## config.mk

```make
export PLATFORM = sky130hd
export DESIGN_NAME = dm_bus_bridge
export DESIGN_NICKNAME = d
export VERILOG_FILES = /design/src/rtl/dm_bus_pkg.sv /design/src/rtl/dm_lane_align.sv /design/src/rtl/dm_bus_bridge.sv
export SDC_FILE = /design/constraint.sdc
export NUM_CORES = 1
export LEC_CHECK = 0
export CAP_MARGIN = 20
export CORE_MARGIN = 10
export CORE_UTILIZATION = 47
export DETAILED_ROUTE_END_ITERATION = 10
export MAX_ROUTING_LAYER = met4
export PLACE_DENSITY = 0.95
export SETUP_SLACK_MARGIN = 0.2
export SLEW_MARGIN = 20
export SYNTH_ARGS = -nofsm -noshare
export SYNTH_HDL_FRONTEND = slang
export SYNTH_SLANG_ARGS = --single-unit
```

## constraint.sdc

```tcl
create_clock -name i_clk -period 8.25 [get_ports i_clk]
set_input_delay 2.0625 -clock i_clk [delete_from_list [all_inputs] [get_ports i_clk]]
set_output_delay 2.0625 -clock i_clk [all_outputs]
set_load 0.02 [all_outputs]
```

## src/rtl/dm_bus_pkg.sv

```systemverilog
// Shared types for the data-memory bus bridge: FSM states, access sizes, funct3 decode.
// Reuses the core's F3_TYPE_* defines when present, otherwise supplies the RV32 encodings.
`ifndef F3_TYPE_B
`define F3_TYPE_B  3'b000
`endif
`ifndef F3_TYPE_H
`define F3_TYPE_H  3'b001
`endif
`ifndef F3_TYPE_W
`define F3_TYPE_W  3'b010
`endif
`ifndef F3_TYPE_BU
`define F3_TYPE_BU 3'b100
`endif
`ifndef F3_TYPE_HU
`define F3_TYPE_HU 3'b101
`endif

package dm_bus_pkg;

  localparam int STRB_W = 4;

  typedef enum logic [1:0] {
    IDLE = 2'd0,
    REQ  = 2'd1,
    RESP = 2'd2,
    DONE = 2'd3
  } state_t;

  typedef enum logic [1:0] {
    SZ_BYTE = 2'd0,
    SZ_HALF = 2'd1,
    SZ_WORD = 2'd2
  } size_t;

  // Unused funct3 encodings fall back to word so they trip the alignment check.
  function automatic size_t f3_to_size(input logic [2:0] f3);
    case (f3)
      `F3_TYPE_B, `F3_TYPE_BU: return SZ_BYTE;
      `F3_TYPE_H, `F3_TYPE_HU: return SZ_HALF;
      default:                 return SZ_WORD;
    endcase
  endfunction

endpackage

```

## src/rtl/dm_lane_align.sv

```systemverilog
// Byte-lane steering for one access: write strobes, lane-shifted store data,
// misalignment flag and the right-shift amount applied to returning read words.
module dm_lane_align
  import dm_bus_pkg::*;
#(
  parameter int DATA_W = 32
) (
  input  logic [1:0]        i_off,
  input  size_t             i_size,
  input  logic [DATA_W-1:0] i_wd,
  output logic [STRB_W-1:0] o_wstrb,
  output logic [DATA_W-1:0] o_wdata,
  output logic              o_misaligned,
  output logic [4:0]        o_rshift
);

  logic [DATA_W-1:0] w_wd_masked;

  always_comb begin
    o_rshift     = {i_off, 3'b000};
    o_wstrb      = {STRB_W{1'b1}};
    w_wd_masked  = i_wd;
    o_misaligned = 1'b0;
    case (i_size)
      SZ_BYTE: begin
        o_wstrb     = 4'b0001 << i_off;
        w_wd_masked = {{(DATA_W-8){1'b0}}, i_wd[7:0]};
      end
      SZ_HALF: begin
        o_wstrb      = i_off[1] ? 4'b1100 : 4'b0011;
        w_wd_masked  = {{(DATA_W-16){1'b0}}, i_wd[15:0]};
        o_misaligned = i_off[0];
      end
      default: begin
        o_misaligned = |i_off;
      end
    endcase
    o_wdata = w_wd_masked << o_rshift;
  end

endmodule

```

## src/rtl/dm_bus_bridge.sv

```systemverilog
// Turns each core load/store into one valid/ready bus request plus response, stalling the core
// until it retires. Define DM_TIMEOUT_EN to add a watchdog of TIMEOUT_CYCLES per wait state.
module dm_bus_bridge
  import dm_bus_pkg::*;
#(
  parameter int ADDR_W         = 32,
  parameter int DATA_W         = 32,
  parameter int TIMEOUT_CYCLES = 256
) (
  input  logic              i_clk,
  input  logic              i_rst,
  input  logic [ADDR_W-1:0] i_DM_addr,
  input  logic [DATA_W-1:0] i_DM_wd,
  input  logic              i_DM_wen,
  input  logic              i_DM_ren,
  input  logic [2:0]        i_DM_funct3,
  output logic [DATA_W-1:0] o_DM_rd,
  output logic              o_stall,
  output logic              o_misaligned,
  output logic              o_bus_err,
  output logic              o_BUS_valid,
  input  logic              i_BUS_ready,
  output logic [ADDR_W-1:0] o_BUS_addr,
  output logic              o_BUS_we,
  output logic [DATA_W-1:0] o_BUS_wdata,
  output logic [STRB_W-1:0] o_BUS_wstrb,
  input  logic              i_BUS_rvalid,
  input  logic [DATA_W-1:0] i_BUS_rdata,
  input  logic              i_BUS_err
);

  state_t              r_state;
  logic [ADDR_W-1:0]   r_addr;
  logic [DATA_W-1:0]   r_wdata;
  logic [STRB_W-1:0]   r_wstrb;
  logic                r_we;
  logic [4:0]          r_rshift;
  logic [DATA_W-1:0]   r_rd;
  logic                r_err;

  logic                w_req;
  logic                w_mis;
  logic                w_accept;
  logic                w_tmo;
  size_t               w_size;
  logic [STRB_W-1:0]   w_wstrb;
  logic [DATA_W-1:0]   w_wdata;
  logic [DATA_W-1:0]   w_rdata_sh;
  logic [4:0]          w_rshift;

  assign w_req      = i_DM_wen | i_DM_ren;
  assign w_size     = f3_to_size(i_DM_funct3);
  assign w_accept   = (r_state == IDLE) && w_req && !w_mis;
  assign w_rdata_sh = i_BUS_rdata >> r_rshift;

  dm_lane_align #(
    .DATA_W (DATA_W)
  ) u_align (
    .i_off        (i_DM_addr[1:0]),
    .i_size       (w_size),
    .i_wd         (i_DM_wd),
    .o_wstrb      (w_wstrb),
    .o_wdata      (w_wdata),
    .o_misaligned (w_mis),
    .o_rshift     (w_rshift)
  );

`ifdef DM_TIMEOUT_EN
  localparam int TMO_W = $clog2(TIMEOUT_CYCLES + 1);
  logic [TMO_W-1:0] r_tmo_cnt;

  assign w_tmo = (r_tmo_cnt == TMO_W'(TIMEOUT_CYCLES - 1));

  // Restarts on entry to REQ and to RESP so each wait state gets the full budget.
  always_ff @(posedge i_clk or posedge i_rst) begin
    if (i_rst) begin
      r_tmo_cnt <= '0;
    end else if (w_accept || (r_state == REQ && i_BUS_ready)) begin
      r_tmo_cnt <= '0;
    end else if (r_state == REQ || r_state == RESP) begin
      r_tmo_cnt <= r_tmo_cnt + 1'b1;
    end
  end
`else
  assign w_tmo = 1'b0;
`endif

  always_ff @(posedge i_clk or posedge i_rst) begin
    if (i_rst) begin
      r_state  <= IDLE;
      r_addr   <= '0;
      r_wdata  <= '0;
      r_wstrb  <= '0;
      r_we     <= 1'b0;
      r_rshift <= '0;
      r_rd     <= '0;
      r_err    <= 1'b0;
    end else begin
      case (r_state)
        IDLE: begin
          if (w_accept) begin
            r_addr   <= {i_DM_addr[ADDR_W-1:2], 2'b00};
            r_wdata  <= w_wdata;
            r_wstrb  <= w_wstrb;
            r_we     <= i_DM_wen;
            r_rshift <= w_rshift;
            r_state  <= REQ;
          end
        end
        REQ: begin
          if (i_BUS_ready) begin
            if (i_BUS_rvalid) begin
              r_err   <= i_BUS_err;
              if (i_BUS_err) r_rd <= '0;
              else if (!r_we) r_rd <= w_rdata_sh;
              r_state <= DONE;
            end else begin
              r_state <= RESP;
            end
          end else if (w_tmo) begin
            r_err   <= 1'b1;
            r_rd    <= '0;
            r_state <= DONE;
          end
        end
        RESP: begin
          if (i_BUS_rvalid) begin
            r_err   <= i_BUS_err;
            if (i_BUS_err) r_rd <= '0;
            else if (!r_we) r_rd <= w_rdata_sh;
            r_state <= DONE;
          end else if (w_tmo) begin
            r_err   <= 1'b1;
            r_rd    <= '0;
            r_state <= DONE;
          end
        end
        default: begin
          // The request visible here is the retiring one; never re-accept it.
          r_state <= IDLE;
        end
      endcase
    end
  end

  assign o_stall      = !i_rst && ((r_state == REQ) || (r_state == RESP) || w_accept);
  assign o_misaligned = !i_rst && (r_state == IDLE) && w_req && w_mis;
  assign o_bus_err    = (r_state == DONE) && r_err;
  assign o_DM_rd      = r_rd;
  assign o_BUS_valid  = (r_state == REQ);
  assign o_BUS_addr   = r_addr;
  assign o_BUS_we     = r_we;
  assign o_BUS_wdata  = r_wdata;
  assign o_BUS_wstrb  = r_wstrb;

endmodule

```

Fig. 1: track usage over the die
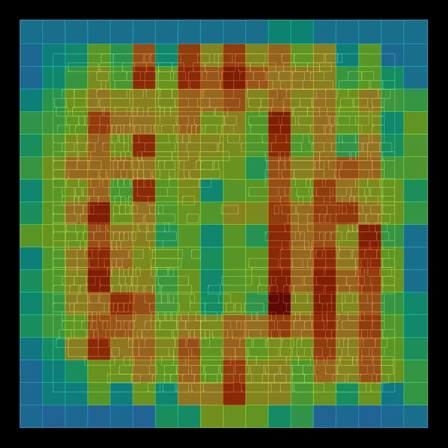
GR Layer Usage met2: 33.6%
WL per Instance: 20.0 µm
busiest grt layer: met2
met3 Resource Use GR: 5.28%
GRT Resource Usage Total: 20.8%

Fig. 2: clock network drawn from the DEF
Scale: 4 px per µm.
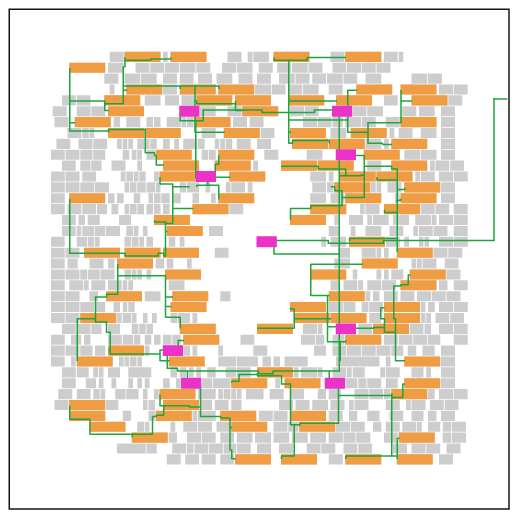
[magenta] cells driving clock nets | count: 9
[green] clock wires | length: 1240 µm
[orange] flip-flops | count: 104
routed clock nets	10
portion of total power attributed to the clock network: 13.2%
clock-net power: 0.000332 W
clk_lat worst skew: 390 ps

==> results_tabular.tex <==
% Yosys + OpenROAD metrics
\begin{tabular}{lr}
\hline
Metric & Value \\
\hline
\multicolumn{2}{l}{\textbf{Detailed routing}} \\
Initial drt markers & 459 \\
Remaining antenna violation count & 0 \\
Number of iterations in the first detailed-routing pass & 5 \\
Via density per instance & between 5 and 6 \\
Drt total wl & roughly 16000 µm \\
Via count & 4496 \\
DRC viols & 0 \\
\multicolumn{2}{l}{\textbf{GRT}} \\
GRT met1 Usage & 25.3\% \\
Number of antenna violations at the first check in global routing & 0 \\
Pin count of the biggest net entering global routing & between 90 and 100 \\
Vias in the first global route & 4553 \\
Total overflow reported by the global router & 0 \\
First-pass GRT wire length & 25600 µm \\
\multicolumn{2}{l}{\textbf{Final timing}} \\
Upper clock frequency limit & $\sim$0.16 GHz \\
Setup TNS Final & 0 ps \\
Final hold vios & 0 \\
Final Setup Violations & 0 \\
Clock Skews & 18.3 ps \\
Part of the cycle the worst path needs & about three quarters \\
Max Transition Viols Final & 0 \\
Unrepaired setup endpoints after global routing & false \\
Headroom to the max-slew limit & 25.9\% \\
Worst-Margin Slew & 1110 ps \\
Fin crit period & 6170 ps \\
Worst-case setup margin in the final layout & 2080 ps \\
\multicolumn{2}{l}{\textbf{Clocking}} \\
Total of cells resized after clock tree synthesis & 0 \\
Number of H-tree levels & 3 \\
Num CTS Buffers & 9 \\
CTS Sinks & 104 \\
Buffers from clock root to sink, at most & 2 \\
CTS tree & done \\
Master cell of the clock root buffer & sky130\_fd\_sc\_hd\_\_clkbuf\_8 \\
Quantity of hold-fixing buffers added after cts & 0 \\
Clk slew on worst S/H paths & 90 ps \\
Post-CTS setup-driven buffer insertion count & 0 \\
\multicolumn{2}{l}{\textbf{Setup path}} \\
Buffers and inverters on the worst path & 2 \\
Source of the critical timing path & i\_DM\_funct3[1] \\
Most numerous cell on the critical path & sky130\_fd\_sc\_hd\_\_clkdlybuf4s50\_1 \\
Kind of critical path & in2out \\
Critical path peak fanout & 19 \\
Worst setup path endpoint & o\_misaligned \\
Worst path cell trace & clkdlybuf4s50\_1 > nand2\_1 > a211oi\_1 > clkdlybuf4s50\_1 \\
Delay of the slowest cell on the worst path & 920 ps \\
Startpoint type of the worst setup path & input port \\
Endpoint class of the critical path & primary output \\
Slowest CP cell & sky130\_fd\_sc\_hd\_\_clkdlybuf4s50\_1 \\
Worst reg2reg setup slack & about 5600 ps \\
Source of the worst register-to-register timing path & r\_state[0] \\
Signal arrival time at the worst endpoint & 4100 ps \\
Number of cells on the worst reg-to-reg path & 7 \\
Endpoint of the most critical register-to-register path & r\_state[0] \\
Cell family contributing the most delay on the critical path & buffers and inverters \\
Count of cell instances traversed by the critical path & 4 \\
Worst endpoint required time & 6190 ps \\
\multicolumn{2}{l}{\textbf{Logic synthesis}} \\
Distinct cell type count after synthesis & 40 \\
Mapped cell area & 5140 µm² \\
Chip area from the yosys synthesis statistics & 5140 µm² \\
Number of synthesized flops with an enable pin & 0 \\
Most common flop cell mapped by yosys & sky130\_fd\_sc\_hd\_\_dfrtp\_1 \\
Synthesized area divided by synthesized cell count & 10.6 µm² \\
Post-synthesis instance total & 486 \\
Proportion of register bits with asynchronous set or reset after synthesis & 100\% \\
Seq share, synth & 50.6\% \\
Synthesized registers & 104 \\
Number of warnings issued by yosys & 0 \\
Yosys Instances & 486 \\
\multicolumn{2}{l}{\textbf{Job}} \\
Maxcap violations & 0 \\
OpenROAD warning count & 31 \\
\multicolumn{2}{l}{\textbf{Pwr}} \\
Peak supply drop & 0.166 mV \\
Pwr Density & $\sim$340 nW/µm² \\
Leakage power figure & 3.18 nW \\
\multicolumn{2}{l}{\textbf{Placement}} \\
HPWL reported at the end of detailed placement & $\sim$13000 µm \\
Placer congestion estimate & 0.925 \\
Port Buf Inserts & approximately 210 \\
Setup slack after placement & 2100 ps \\
\multicolumn{2}{l}{\textbf{Die}} \\
I/O pin cnt & $\sim$210 \\
Width of the die & 125 µm \\
Chip area & 15500 µm² \\
Number of cell rows & 38 \\
Die Height & 125 µm \\
Core ar. & 10800 µm² \\
Pre-placement core utilization & 47.6\% \\
\multicolumn{2}{l}{\textbf{Finish}} \\
Number of nets in the final layout & 785 \\
Area added between synthesis and finish & 44.3\% \\
Diodes inserted & 0 \\
Fraction of final layout cells sized beyond drive strength 1 & 10.6\% \\
\multicolumn{2}{l}{\textbf{Min path}} \\
Hold Path Class & reg2reg \\
\multicolumn{2}{l}{\textbf{Outcome}} \\
Outcome & finished clean \\
\hline
\end{tabular}
[synth_stat cells, drive strengths merged (2+ instances only)]
master / number / area, µm²
a21oi: 10 / 61.3
mux2i: 33 / 330
nor2b: 10 / 62.6
a211oi: 2 / 15.0
a21o: 2 / 15.0
nand2: 80 / 300
inv: 14 / 52.6
a2bb2oi: 8 / 70.1
nor2: 22 / 90.1
nand2b: 11 / 68.8
a32o: 8 / 80.1
a211o: 9 / 78.8
ha: 5 / 62.6
mux2: 42 / 477
a22oi: 9 / 67.6
o21ai: 61 / 320
clkbuf: 10 / 37.5
xnor2: 2 / 17.5
buf: 26 / 175
a22o: 8 / 70.1
dfrtp: 104 / 2600
[sequential cells by signal (all words and copies together), names as in the netlist]
name,flops
o_BUS_wdata,32
o_DM_rd,32
o_BUS_addr,30
o_BUS_wstrb,4
r_rshift,2
r_state,2
o_BUS_we,1
r_err,1
[worst min path at each step]
stage,from,to,depth (start not counted)
floorplan,r_err,r_err,2
global placement,r_err,r_err,2
detailed placement,o_BUS_wdata[12],o_BUS_wdata[12],2
CTS,o_BUS_wdata[12],o_BUS_wdata[12],2
global route,o_DM_rd[3],o_DM_rd[3],1
finish,o_BUS_wdata[12],o_BUS_wdata[12],2
[layout by cell type, fill, tap and decap left out, drive strengths merged, types with 9 or more instances in the layout]
master,Yosys,routed
inv,14,17
dfrtp,104,104
a21oi,10,10
mux2,42,42
nand2,80,80
nor2b,10,10
nor2,22,22
a211o,9,9
o21ai,61,61
a22oi,9,9
mux2i,33,33
nand2b,11,11
clkbuf,10,9
clkdlybuf4s50,0,207
[per-layer routing]
metal	share of wire (%)	vias up
met5	0	-
met4	1.8	0
met3	6.8	21
met2	49	223
met1	43	2190
li1	-	2062
[report_power, final]
group	total, W	switching (W)	internal (W)	leakage, nW
logic	0.00132	0.000680	0.000641	1.75
clock network	0.000332	0.000189	0.000144	0.101
registers	0.000860	0.000143	0.000717	1.33
[cell type report]
type / count / area, µm²
tap: 140 / 175
fill: 833 / 3370
clock inverter: 7 / 77.6
inverter: 14 / 55.1
timing repair buffer: 212 / 2110
clock buffer: 9 / 124
sequential: 104 / 2600
multi-input combinational: 333 / 2280
[cell families after synthesis]
kind of cell	count (synthesis)	synth area share [%]
flops	104	50.6
mux	75	15.7
buf+inv	50	5.16
other cells	1	0.0729
xor+xnor	2	0.341
compound gates	121	15.7
fa+ha+maj	5	1.22
simple gates	128	11.2
[per-stage QoR]
stage	hold slack (ps)	utilization, %	total power, W	instance area [µm²]	cells
after floorplan	442	-	0.00160	5140	487
after global placement	463	66.9	0.00215	7220	803
after detailed placement	472	66.9	0.00220	7220	803
after CTS	495	68.8	0.00253	7420	819
after global routing	518	68.8	0.00265	7420	819
final	486	68.8	0.00251	7420	819
[worst register-to-register path, delay by kind of cell (launching register included)]
kind	cells	cell delay (ps)
buf+inv	2	830
compound gates	2	460
flops	1	440
mux	1	310
fa+ha+maj	1	250
simple gates	1	220
Power is estimated from default activity; no workload was simulated.
